final_congestion.png
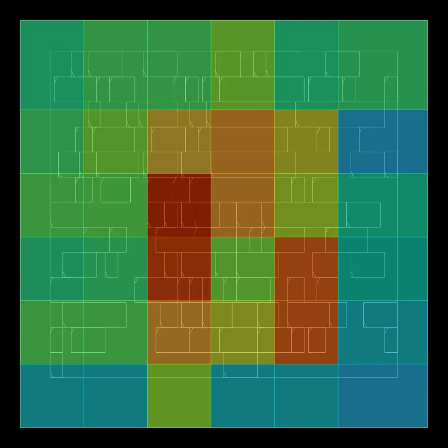
gate_families.png
Bar = 10 µm.
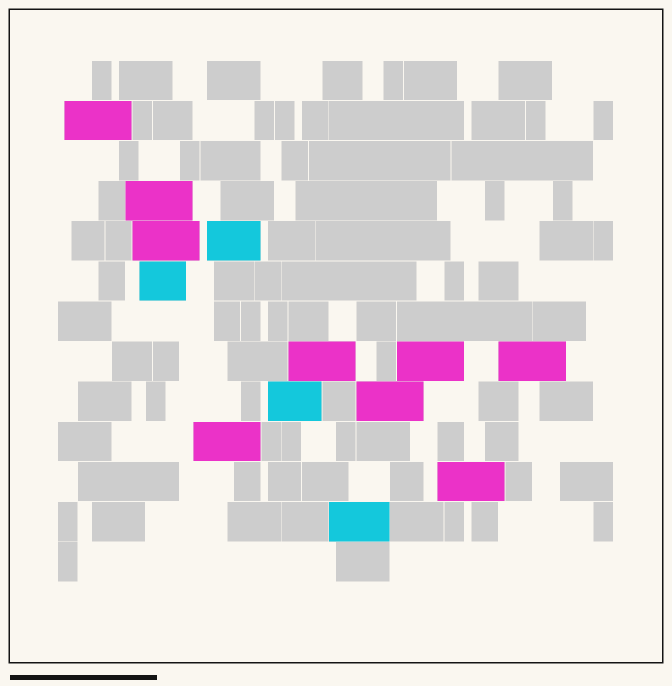
met1.png
Bar = 10 µm. Supply wires on this layer in gray. Cells faint in the background.
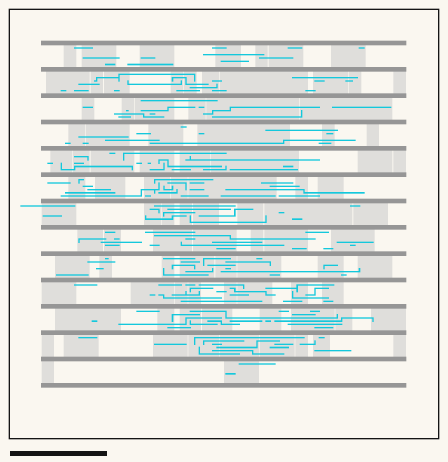
Design mod_n_sequencer, sky130hd; sources not shown.
==> datasheet_impl.txt <==
Physical design parameters

Parameter                              Value

Worst setup path
  Worst-path maximum fanout    5
  Number of cells on the worst reg-to-reg path    7
  Worst setup EP type    primary output
  R2R setup slack    1.76 ns
  Category of the worst setup path launch point    register

Hold path
  Class of the most critical hold timing path    register to register
  Hold Path Cell Cnt    2

Placement
  RD Place Congestion    0.8372
  Port Buf Inserts    16
  Final HPWL from detailed placement    1186 µm
  Setup slack after placement    1.226 ns

Yosys
  Post-Syn Instances    75
  Warnings from Yosys    0
  Number of standard cells reported by yosys    75
  Main area contributors    sky130_fd_sc_hd__ha_1 17%, sky130_fd_sc_hd__dfrtp_1 15%, sky130_fd_sc_hd__dfstp_2 12%
  Post-synth EDFFs    0
  Proportion of register bits with asynchronous set or reset after synthesis    100.0%
  Leading cell types by count after synthesis    9 x sky130_fd_sc_hd__ha_1, 9 x sky130_fd_sc_hd__inv_1, 8 x sky130_fd_sc_hd__buf_4, 6 x sky130_fd_sc_hd__o21ai_0
  Max-area cell share    16.76%
  Summed instance area of the synthesized netlist    671.9 µm²
  YS chip area    671.9 µm²

Clocking
  Hold Buf Count CTS    0
  TritonCTS clock tree    built
  Clock-pin transition on the worst setup and hold timing paths    0.05 ns
  Longest Clk Path Bufs    2
  Insertion Delay late pin    0.24 ns
  Setup fix buffers added after clock tree synthesis    0
  Number of instances resized during post-cts repair    0

Pwr
  Comb pwr share    40.0%
  Switching portion of total power    31.98%
  Internal power consumption    181.7 µW
  Static leakage    0.0003907 µW

Die
  Initial cell density of the core    50.38%
  # rows    13
  Floorplan die width    44.22 µm
  Area of the chip    1955 µm²
  Die Ht    44.22 µm
  Ports placed on the boundary    25

STA
  Portion of the clock cycle consumed by the worst path in the final layout    69.65%
  Final critical-path setup slack    1.153 ns
  Unrepaired setup endpoints after global routing    false
  Final Hold Vio Count    0
  Final Skew    0.0006115 ns
  Number of slew-limit violations in the final report    0
  Final-layout worst hold slack    0.5699 ns

Layout
  Layout Area Growth over Synthesis    25.51%
  Number of nets in the finished design    113

Routing
  WL per Instance    12.85 µm

Status
  Result of the run    finished clean

Run
  Tool warnings    28
## Picture notes: final_congestion.png
GR Util met1: 22.36%
met3 Resource Use GR: 2.439%
GRT Total Usage: 16.82%
GR Util met2: 25.87%

## Picture notes: gate_families.png
Key: adder and majority cells = magenta [cells 9, most used ha_1]; AND-OR and OR-AND gates = cyan [cells 4, where middle]
logic gate fraction of the total cell area: 50.45%
post-route non-filler standard cell count: 109

## Picture notes: met1.png
The layer carries 645 µm of wire. The longest straight run is 14.3 µm.
detailed-route wire length: 1401 µm
count of vias placed by the detailed router: 575

==> cell type report <==
class / count / area share (%)
repair buffers: 16 / 18.99
inverters: 9 / 4.006
flip-flops and latches: 7 / 21.22
well taps: 15 / 2.226
clock buffers: 4 / 3.116
multi-input cells: 58 / 50.45
==> worst max-delay path, cell delays in order (launching register included) <==
cell and delay (ns):
sky130_fd_sc_hd__dfrtp_1 0.44, sky130_fd_sc_hd__inv_1 0.18, sky130_fd_sc_hd__ha_1 0.19, sky130_fd_sc_hd__nor2b_1 0.28, sky130_fd_sc_hd__clkdlybuf4s50_1 0.56
==> cell usage in the layout (no fill, tap or decap), drive strengths merged, types with 2 or more instances in the layout <==
cell type / instances
ha: 9
nor2: 4
nand2: 3
dfrtp: 4
nor3b: 2
mux2: 2
clkdlybuf4s50: 16
clkbuf: 4
inv: 9
conb: 8
a21oi: 4
nor2b: 3
o21ai: 6
mux2i: 2
dfstp: 3
==> routing by layer <==
layer | routed length, µm | GRT usage, % | part of all wire [%] | vias to the layer above
met2 | 664 | 25.87 | 47 | 21
li1 | - | - | - | 288
met1 | 645 | 22.36 | 46 | 262
met5 | 0 | 0 | 0 | -
met4 | 26 | 9.639 | 1.9 | 0
met3 | 65 | 2.439 | 4.6 | 4
==> logic make-up (layout without fill, tap and decap cells) <==
| logic type | Yosys count | count (layout) | synth area share [%] |
|---|---|---|---|
| buf+inv | 17 | 29 | 13.97 |
| simple gates | 19 | 19 | 17.51 |
| compound gates | 18 | 18 | 18.25 |
| mux | 4 | 4 | 6.331 |
| flops | 7 | 7 | 26.63 |
| other cells | 1 | 8 | 0.5581 |
| fa+ha+maj | 9 | 9 | 16.76 |
==> per-stage QoR <==
stage | utilization [%] | power (µW) | instance area, µm²
floorplan | - | 161.2 | 698.2
global placement | 61.26 | 200.3 | 817.0
detailed placement | 61.26 | 203.0 | 817.0
CTS | 63.23 | 269.1 | 843.3
global route | 63.23 | 288.2 | 843.3
finish | 63.23 | 267.1 | 843.3
==> power by group through the flow <==
stage               registers, µW  clock network, µW  logic (µW)
floorplan                    94.2                  0        67.0
global placement             95.5                  0         105
detailed placement           96.0                  0         107
CTS                          95.0               66.7         107
global route                 96.6               71.9         120
finish                       94.6               65.6         107
Power is estimated from default activity; no workload was simulated.
